**src/rtl/ccip_mmio_csr_responder.sv**
```systemverilog
// CCI-P MMIO responder: decodes host MMIO reads/writes on C0 and keeps a
// small 64-bit CSR file. Index 0 is a read-only DFH. Reads answer on C2
// with a fixed two-cycle latency, and erroneous reads still answer with zero.
module ccip_mmio_csr_responder #(
  parameter logic [15:0] MMIO_BASE = 16'h0000,
  parameter int unsigned NUM_CSR   = 8,
  parameter logic [63:0] DFH_VALUE = 64'h1000_0000_0000_0000
) (
  input  logic                    pClk,
  input  logic                    SoftReset,
  input  logic [27:0]             rx_C0Hdr,
  input  logic [511:0]            rx_C0Data,
  input  logic                    rx_C0MmioRdValid,
  input  logic                    rx_C0MmioWrValid,
  output logic [8:0]              tx_C2Hdr,
  output logic                    tx_C2MmioRdValid,
  output logic [63:0]             tx_C2Data,
  output logic [64*NUM_CSR-1:0]   csr_out,
  output logic [15:0]             err_cnt
);

  // Request decode
  logic [15:0] req_addr;
  logic [1:0]  req_len;
  logic        req_poison;
  logic [8:0]  req_tid;
  logic [15:0] req_off;
  logic [14:0] req_idx;
  logic        req_half;
  logic        req_in_range;
  logic        req_ok;
  logic        unused_data;

  assign req_addr     = rx_C0Hdr[27:12];
  assign req_len      = rx_C0Hdr[11:10];
  assign req_poison   = rx_C0Hdr[9];
  assign req_tid      = rx_C0Hdr[8:0];
  assign req_off      = req_addr - MMIO_BASE;
  assign req_idx      = req_off[15:1];
  assign req_half     = req_off[0];
  // Unsigned compare also rejects addresses below the base (wrapped offset).
  assign req_in_range = 32'(req_off) < (2 * NUM_CSR);
  assign req_ok       = req_in_range && !req_poison &&
                        ((req_len == 2'b00) || (req_len == 2'b01 && !req_half));
  assign unused_data  = ^rx_C0Data[511:64];

  // State
  logic [NUM_CSR-1:1][63:0] csr_q, csr_d;
  logic [15:0] err_cnt_q, err_cnt_d;
  logic        err_inc;
  logic        s1_valid_q, s1_valid_d;
  logic [8:0]  s1_tid_q, s1_tid_d;
  logic [14:0] s1_idx_q, s1_idx_d;
  logic        s1_half_q, s1_half_d;
  logic        s1_len8_q, s1_len8_d;
  logic        s1_ok_q, s1_ok_d;
  logic        tx_valid_q, tx_valid_d;
  logic [8:0]  tx_hdr_q, tx_hdr_d;
  logic [63:0] tx_data_q, tx_data_d;
  logic [63:0] rd_word;

  assign csr_out          = {csr_q, DFH_VALUE};
  assign err_cnt          = err_cnt_q;
  assign tx_C2MmioRdValid = tx_valid_q;
  assign tx_C2Hdr         = tx_hdr_q;
  assign tx_C2Data        = tx_data_q;

  // Write commit and saturating error counter (at most +1 per cycle)
  always_comb begin
    csr_d     = csr_q;
    err_cnt_d = err_cnt_q;
    err_inc   = 1'b0;
    if (rx_C0MmioWrValid) begin
      // Legal writes to index 0 fall through the loop: ignored, no error.
      if (!req_ok || rx_C0MmioRdValid) begin
        err_inc = 1'b1;
      end
      if (req_ok) begin
        for (int unsigned i = 1; i < NUM_CSR; i++) begin
          if (32'(req_idx) == i) begin
            if (req_len == 2'b01) begin
              csr_d[i] = rx_C0Data[63:0];
            end else if (req_half) begin
              csr_d[i][63:32] = rx_C0Data[31:0];
            end else begin
              csr_d[i][31:0] = rx_C0Data[31:0];
            end
          end
        end
      end
    end else if (rx_C0MmioRdValid && !req_ok) begin
      err_inc = 1'b1;
    end
    if (err_inc && err_cnt_q != '1) begin
      err_cnt_d = err_cnt_q + 16'd1;
    end
  end

  // Read stage 1: capture decoded header; a read alongside a write is dropped
  always_comb begin
    s1_valid_d = rx_C0MmioRdValid && !rx_C0MmioWrValid;
    s1_tid_d   = req_tid;
    s1_idx_d   = req_idx;
    s1_half_d  = req_half;
    s1_len8_d  = (req_len == 2'b01);
    s1_ok_d    = req_ok;
  end

  // Read stage 2: select from CSRs as they stand after any write committed at the previous edge
  always_comb begin
    rd_word = '0;
    for (int unsigned i = 0; i < NUM_CSR; i++) begin
      if (32'(s1_idx_q) == i) begin
        rd_word = csr_out[64*i +: 64];
      end
    end
    tx_valid_d = s1_valid_q;
    tx_hdr_d   = tx_hdr_q;
    tx_data_d  = tx_data_q;
    if (s1_valid_q) begin
      tx_hdr_d = s1_tid_q;
      if (!s1_ok_q) begin
        tx_data_d = '0;
      end else if (s1_len8_q) begin
        tx_data_d = rd_word;
      end else if (s1_half_q) begin
        tx_data_d = {rd_word[63:32], rd_word[63:32]};
      end else begin
        tx_data_d = {rd_word[31:0], rd_word[31:0]};
      end
    end
  end

  // State registers
  always_ff @(posedge pClk or posedge SoftReset) begin
    if (SoftReset) begin
      csr_q      <= '0;
      err_cnt_q  <= '0;
      s1_valid_q <= 1'b0;
      s1_tid_q   <= '0;
      s1_idx_q   <= '0;
      s1_half_q  <= 1'b0;
      s1_len8_q  <= 1'b0;
      s1_ok_q    <= 1'b0;
      tx_valid_q <= 1'b0;
      tx_hdr_q   <= '0;
      tx_data_q  <= '0;
    end else begin
      csr_q      <= csr_d;
      err_cnt_q  <= err_cnt_d;
      s1_valid_q <= s1_valid_d;
      s1_tid_q   <= s1_tid_d;
      s1_idx_q   <= s1_idx_d;
      s1_half_q  <= s1_half_d;
      s1_len8_q  <= s1_len8_d;
      s1_ok_q    <= s1_ok_d;
      tx_valid_q <= tx_valid_d;
      tx_hdr_q   <= tx_hdr_d;
      tx_data_q  <= tx_data_d;
    end
  end

endmodule
```
**config.mk**
```make
export PLATFORM = sky130hd
export DESIGN_NAME = ccip_mmio_csr_responder
export DESIGN_NICKNAME = d
export VERILOG_FILES = /design/src/rtl/ccip_mmio_csr_responder.sv
export SDC_FILE = /design/constraint.sdc
export NUM_CORES = 1
export LEC_CHECK = 0
export CAP_MARGIN = 20
export CORE_AREA = 5 5 443 445
export DETAILED_ROUTE_END_ITERATION = 7
export DIE_AREA = 0 0 448 450
export GPL_ROUTABILITY_DRIVEN = 0
export GPL_TIMING_DRIVEN = 0
export PLACE_DENSITY_LB_ADDON = 0.2
export SETUP_SLACK_MARGIN = 0.3
export SLEW_MARGIN = 20
export SYNTH_ARGS = -nofsm -noshare
export SYNTH_HDL_FRONTEND = slang
export SYNTH_SLANG_ARGS = --single-unit
```
**constraint.sdc**
```tcl
create_clock -name pClk -period 41.9 [get_ports pClk]
set_input_delay 8.38 -clock pClk [delete_from_list [all_inputs] [get_ports pClk]]
set_output_delay 8.38 -clock pClk [all_outputs]
set_load 0.02 [all_outputs]
```
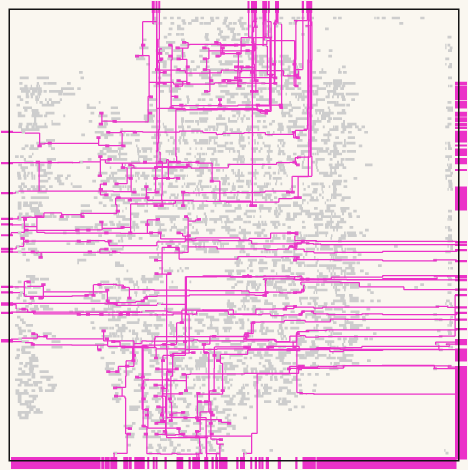
**Above:** port wiring.
Scale: 1 px per um.
| colour | port | bits | direction | edge | end cells | buffers | wire |
|---|---|---|---|---|---|---|---|
| magenta | rx_C0Data | 512 | input | 318 bottom, 156 right, 23 top, 15 left | 288 | 64 | 15,800 um |

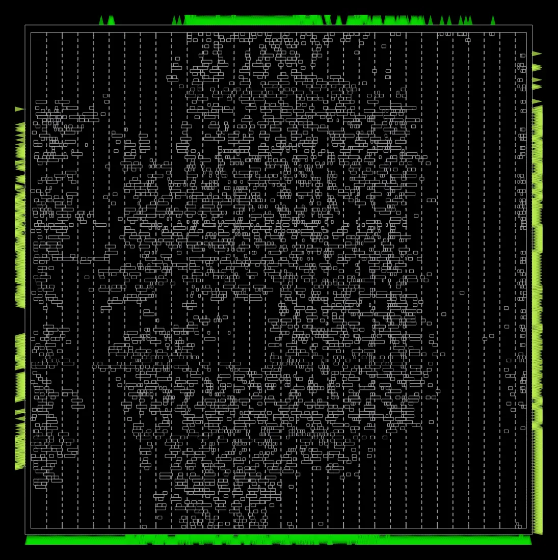
**Above:** cell outlines without signal wires.
number of flip-flops and latches: 566
count of fill cells added during filler insertion: 20,901

==> results_tabular.tex <==
% Generated from flow reports
\begin{tabular}{lr}
\hline
Metric & Value \\
\hline
\multicolumn{2}{l}{\textbf{Outcome}} \\
\quad Outcome & finished, final reports clean \\
\multicolumn{2}{l}{\textbf{Power and ir drop}} \\
\quad Power consumption & 1.40 mW \\
\quad Power Dens Cells & 34.3 nW/um\^{}2 \\
\multicolumn{2}{l}{\textbf{CTS}} \\
\quad Clock transition at path regs & 0.06 ns \\
\quad Cts hold-fix bufs & 0 \\
\quad Root cell of the clock tree & sky130\_fd\_sc\_hd\_\_clkbuf\_16 \\
\quad Number of sinks on the clock net & 566 \\
\quad Clock buffers created by TritonCTS & 75 \\
\quad CTS tree & done \\
\multicolumn{2}{l}{\textbf{Yosys}} \\
\quad Gate count after technology mapping & 2,451 \\
\quad Synth Register Bits & 566 \\
\quad Library cell with the highest instance count after synthesis & sky130\_fd\_sc\_hd\_\_dfrtp\_1 \\
\quad Post-Synth Simple-Gate Area & 7.68\% \\
\quad Yosys stat cell total & 2,451 \\
\quad Aoi/oai-family share of the synthesized area & 16.4\% \\
\quad Register share after synthesis & 50.8\% \\
\quad Share of the synthesized area in the top cell type & 50.8\% \\
\quad Main kind of combinational logic by area & multiplexers \\
\quad Post-synth top flop & sky130\_fd\_sc\_hd\_\_dfrtp\_1 \\
\multicolumn{2}{l}{\textbf{Setup path}} \\
\quad Required time of the critical path & 42.43 ns \\
\quad Reg-to-reg setup timing slack & 37.64 ns \\
\quad Critical path start-end classification & input pin to flip-flop \\
\quad Standard cell with the maximum stage delay on the critical path & sky130\_fd\_sc\_hd\_\_buf\_1 \\
\quad Data arrival time at the worst-slack endpoint & 12.56 ns \\
\quad Cell class contributing the biggest share of worst-path delay & buffers and inverters \\
\quad Crit path buf inv count & 4 \\
\quad Largest fanout of any net on the critical path & 10 \\
\quad Worst reg2reg path startpoint & s1\_idx\_q[0]\$\_DFF\_PP0\_ \\
\multicolumn{2}{l}{\textbf{Drt}} \\
\quad Final routed wirelength across all metal layers & 214 mm \\
\quad Post-detailed-route wirelength per cell & 36.6 um \\
\quad Number of vias per cell after detailed routing & 4.42 \\
\quad Starting DRT DRC Count & 2,628 \\
\multicolumn{2}{l}{\textbf{Finish}} \\
\quad Sequential Area & 14,200 sq um \\
\quad Final instance area & 40,700 sq um \\
\quad Share of layout cells above drive strength 1 & 22.4\% \\
\quad Most used logic cell in the final layout & sky130\_fd\_sc\_hd\_\_clkdlybuf4s50\_1 \\
\quad Non-filler instance count after layout & 5,844 \\
\quad Area used by multi-input combinational logic & 12,600 sq um \\
\multicolumn{2}{l}{\textbf{Floorplan}} \\
\quad Core Area & 192,000 sq um \\
\quad Die boundary width & 448 um \\
\quad Chip area & 202,000 sq um \\
\multicolumn{2}{l}{\textbf{Global routing}} \\
\quad Aggregate global routing overflow & 0 \\
\multicolumn{2}{l}{\textbf{Hold path}} \\
\quad Worst hold start & s1\_tid\_q[3]\$\_DFF\_PP0\_ \\
\multicolumn{2}{l}{\textbf{Placement}} \\
\quad HPWL after detailed placement & 171 mm \\
\multicolumn{2}{l}{\textbf{Timing}} \\
\quad Max transition margin & 13.3\% \\
\quad Worst-margin pin slew & 1.30 ns \\
\hline
\end{tabular}
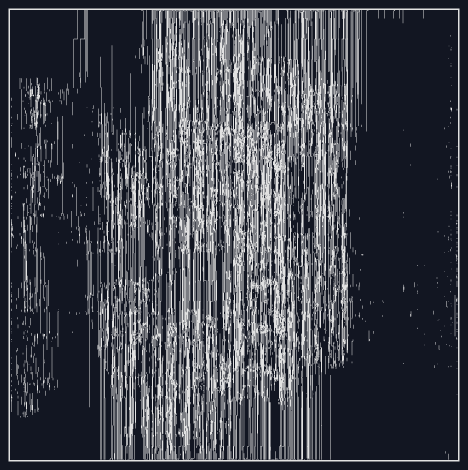
**Above:** met2 routing.
Scale: 1 px per um.
wire length on this layer: 97.4 mm
longest straight run: 188 um
main direction: vertical
share of all routed wire: 46%
nets with wire on the layer: 2,952

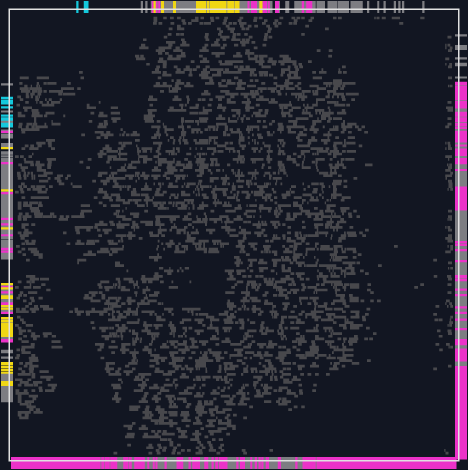
**Above:** I/O pins on the die edge.
Scale: 1 px per um. Pins as bars across the die edge, other pins in grey.
| colour | port | pins | direction | edge |
|---|---|---|---|---|
| cyan | err_cnt | 16 | output | 11 left, 5 top |
| yellow | tx_C2Data | 64 | output | 35 top, 29 left |
| magenta | rx_C0Data | 512 | input | 318 bottom, 156 right, 23 top, 15 left |
all pins by edge: 483 bottom, 285 right, 209 top, 169 left

state kept, by name, indices dropped and copies added, names as in the netlist:
signal	flops
err_cnt	16
tx_C2Hdr	9
s1_valid_q	1
s1_idx_q	15
s1_tid_q	9
s1_half_q	1
tx_C2MmioRdValid	1
tx_C2Data	64
s1_ok_q	1
s1_len8_q	1
csr_out	448
where the power goes:
part / internal, mW / leakage [nW] / switching (mW)
logic: 0.0391 / 8.33 / 0.0835
registers: 0.553 / 7.82 / 0.00586
clock network: 0.429 / 1.31 / 0.288
total: 1.02 / 17.4 / 0.377
worst max path at each step:
stage	depth (start not counted)	end	start
3_5_place_dp	7	csr_out[288]$_DFFE_PP0P_	rx_C0Hdr[10]
3_3_place_gp	2	csr_out[376]$_DFFE_PP0P_	SoftReset
4_1_cts	7	csr_out[288]$_DFFE_PP0P_	rx_C0Hdr[10]
2_1_floorplan	1	csr_out[100]$_DFFE_PP0P_	SoftReset
5_1_grt	7	csr_out[288]$_DFFE_PP0P_	rx_C0Hdr[10]
6_report	7	csr_out[288]$_DFFE_PP0P_	rx_C0Hdr[10]
layout make-up:
cell class / count / area share (%)
clock buffer: 108 / 5.41
tap: 2526 / 7.76
antenna: 16 / 0.0983
multi-input combinational: 1677 / 31.0
clock inverter: 31 / 1.12
sequential: 566 / 34.8
timing repair buffer: 650 / 16.3
buffer: 261 / 3.37
inverter: 9 / 0.101
metal layers:
layer  global-route usage [%]  vias to the layer above  share of wire [%]
li1                         -                    10632                  -
met1                     24.1                    13355                 39
met2                     33.1                     1489                 46
met3                     5.86                      335                8.5
met4                     12.0                        6                7.3
met5                        0                        -              0.019
No activity file was given, so power comes from the tool's default toggle rates.
